$ cat config.mk
export PLATFORM = sky130hd
export DESIGN_NAME = seq_factorial
export DESIGN_NICKNAME = d
export VERILOG_FILES = /design/src/rtl/lut_factorial_pkg.sv /design/src/rtl/lut_mult_64x5.sv /design/src/rtl/seq_factorial.sv
export SDC_FILE = /design/constraint.sdc
export NUM_CORES = 1
export LEC_CHECK = 0
export CAP_MARGIN = 20
export CORE_MARGIN = 4
export CORE_UTILIZATION = 30
export DETAILED_ROUTE_END_ITERATION = 8
export GPL_TIMING_DRIVEN = 0
export MAX_ROUTING_LAYER = met4
export PLACE_DENSITY = 0.57
export SLEW_MARGIN = 10
export SYNTH_ARGS = -nofsm -noshare
export SYNTH_HDL_FRONTEND = slang
export SYNTH_SLANG_ARGS = --single-unit
$ cat constraint.sdc
create_clock -name clk_32b -period 13.8 [get_ports clk_32b]
set_clock_uncertainty 0.05 [all_clocks]
set_input_delay 2.07 -clock clk_32b [delete_from_list [all_inputs] [get_ports clk_32b]]
set_output_delay 2.07 -clock clk_32b [all_outputs]
set_load 0.1 [all_outputs]
$ cat src/rtl/lut_factorial_pkg.sv
// Shared types and widths for the sequential factorial block.
package lut_factorial_pkg;

    localparam int unsigned MAX_N = 20;
    localparam int unsigned N_W   = 32;
    localparam int unsigned F_W   = 64;
    localparam int unsigned CNT_W = 5;

    typedef enum logic [1:0] {
        IDLE = 2'd0,
        CALC = 2'd1,
        DONE = 2'd2
    } state_t;

endpackage

$ cat src/rtl/lut_mult_64x5.sv
// Combinational 64 x 5 shift-add multiplier; keeps the low 64 product bits.
module lut_mult_64x5
    import lut_factorial_pkg::*;
(
    input  logic [F_W-1:0]   a,
    input  logic [CNT_W-1:0] b,
    output logic [F_W-1:0]   product_c
);

    // One shifted copy of a per set multiplier bit.
    always_comb begin
        product_c = '0;
        for (int i = 0; i < int'(CNT_W); i++) begin
            if (b[i]) begin
                product_c = product_c + (a << i);
            end
        end
    end

endmodule

$ cat src/rtl/seq_factorial.sv
// Iterative n! engine with a four-phase start/output_ready handshake.
module seq_factorial #(
    parameter int unsigned MAX_N = lut_factorial_pkg::MAX_N
) (
    input  logic        clk_32b,
    input  logic        resetn_32b,
    input  logic [31:0] source_number_32b,
    input  logic        start,
    output logic [63:0] factorial,
    output logic        output_ready,
    output logic        overflow,
    output logic        busy
);

    import lut_factorial_pkg::*;

    state_t           state, state_nxt;
    logic [F_W-1:0]   acc, acc_nxt;
    logic [CNT_W-1:0] cnt, cnt_nxt;
    logic [F_W-1:0]   fact_nxt;
    logic             ovf_nxt;
    logic [F_W-1:0]   prod_c;

    lut_mult_64x5 u_mult (
        .a         (acc),
        .b         (cnt),
        .product_c (prod_c)
    );

    always_ff @(posedge clk_32b or negedge resetn_32b) begin
        if (!resetn_32b) begin
            state        <= IDLE;
            acc          <= F_W'(1);
            cnt          <= '0;
            factorial    <= '0;
            overflow     <= 1'b0;
            output_ready <= 1'b0;
            busy         <= 1'b0;
        end else begin
            state        <= state_nxt;
            acc          <= acc_nxt;
            cnt          <= cnt_nxt;
            factorial    <= fact_nxt;
            overflow     <= ovf_nxt;
            output_ready <= (state_nxt == DONE);
            busy         <= (state_nxt == CALC);
        end
    end

    // Operand is sampled only in IDLE, so later input changes are ignored.
    always_comb begin
        state_nxt = state;
        acc_nxt   = acc;
        cnt_nxt   = cnt;
        fact_nxt  = factorial;
        ovf_nxt   = overflow;
        unique case (state)
            IDLE: begin
                if (start) begin
                    if (source_number_32b > N_W'(MAX_N)) begin
                        state_nxt = DONE;
                        fact_nxt  = '0;
                        ovf_nxt   = 1'b1;
                    end else begin
                        state_nxt = CALC;
                        acc_nxt   = F_W'(1);
                        cnt_nxt   = source_number_32b[CNT_W-1:0];
                    end
                end
            end
            CALC: begin
                if (cnt <= CNT_W'(1)) begin
                    state_nxt = DONE;
                    fact_nxt  = acc;
                    ovf_nxt   = 1'b0;
                end else begin
                    acc_nxt = prod_c;
                    cnt_nxt = cnt - CNT_W'(1);
                end
            end
            DONE: begin
                if (!start) begin
                    state_nxt = IDLE;
                end
            end
            default: state_nxt = IDLE;
        endcase
    end

endmodule

==> summary.txt <==
fresh numbers from the pnr run: Detail Route met3 WL=roughly 6800 um, worst path buffer plus inverter count=6, Worst Tran Pin Value=1090 ps, WP depth=47, Comb area=0.0183 mm^2, final instance area=0.0257 mm^2, largest net degree at the start of global routing=around 84, cells in synth_stat.txt=3067, MUX area fraction=between 4 and 5%, Die ar.=0.0806 mm^2, antenna violations before repair=0, Post-Synth XOR/XNOR Area=around 8%, Comb power=28.0 uW, Final min period=about 13000 ps, DR DRC count=0, chip height=approximately 280 um, P_leak=about 11 nW, biggest area consumer among synthesized cells=dfrtp_1, Top Family by Delay on Critical Path=AND-OR/OR-AND gates, most frequent logic cells in the routed design=nand2_1, a21oi_1, ha_1, Clock-cell share=around 2.1%, CTS buffer count=17, status=finished clean, Non-clk bufs=around 270, final std cells w/o fill=between 4000 and 5000, EDFF count, synth=0, Final Hold Violation Tally=0, DP HPWL=77900 um, Worst setup EP type=flop, CP peak stage delay=approximately 620 ps, Worst Hold Path EP=factorial[43], Flop pwr share=45.7%, Max Cap Violations=0, io pins=102, post_cts resized=2, drt initial violations=2343, clock buffer count=19, Top Consumer=clock, Late-Pin Clk Latency=between 500 and 600 ps, Peak Freq=around 0.076 GHz, top cells by count, synth=a21oi_1, nand2_1, ha_1, nor2_1, o21ai_0, Synth logic family=AND-OR/OR-AND gates, switching power share of the total=a little over a quarter, Final WS setup=671 ps
Figure 1. Sequential cells grouped by signal name.
Other sequential cells in the stronger gray, the rest of the logic in the fainter gray.
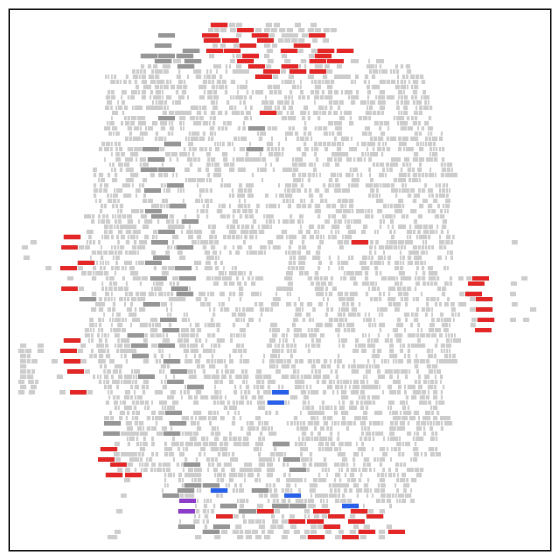
name in the netlist	color	sequential cells
state	purple	2
factorial	red	64
cnt	blue	5
Seq area share: 13.4%
Seq group: 405 uW

Figure 2. The metal 2 layer.
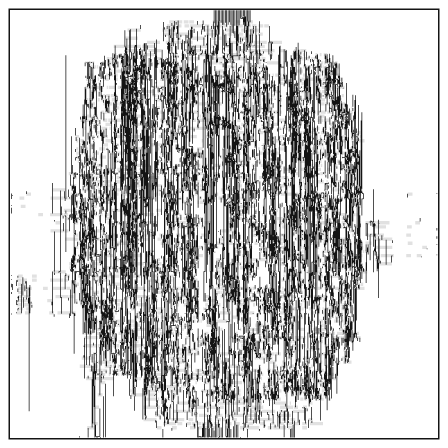
wire length on this layer	40.8 mm
share of all routed wire	43%
main direction	vertical
vias after detailed routing: 24600
M2 GR Usage: 34.7%

Figure 3. Routing congestion map.
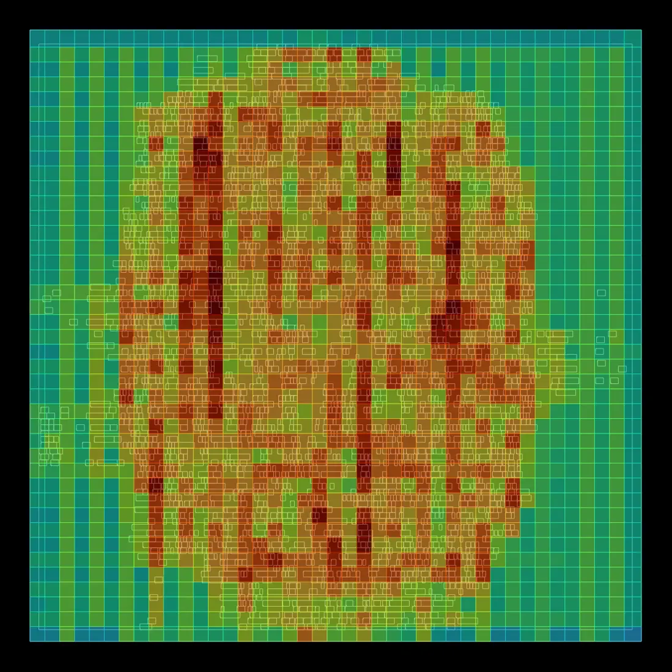
met3 Usage GRT: 2.78%
Final Util: 34.3%
total track usage: 23.5%
WL/cell: 22.9 um
met1 Resource Use GR: 33.3%

Figure 4. Signal wires on met3.
The bar under the picture is 100 um long.
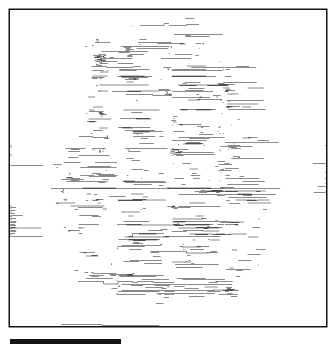
main direction	horizontal
wire length on this layer	6750 um

Power figures rest on the tool's default switching activity, not on a simulated workload.
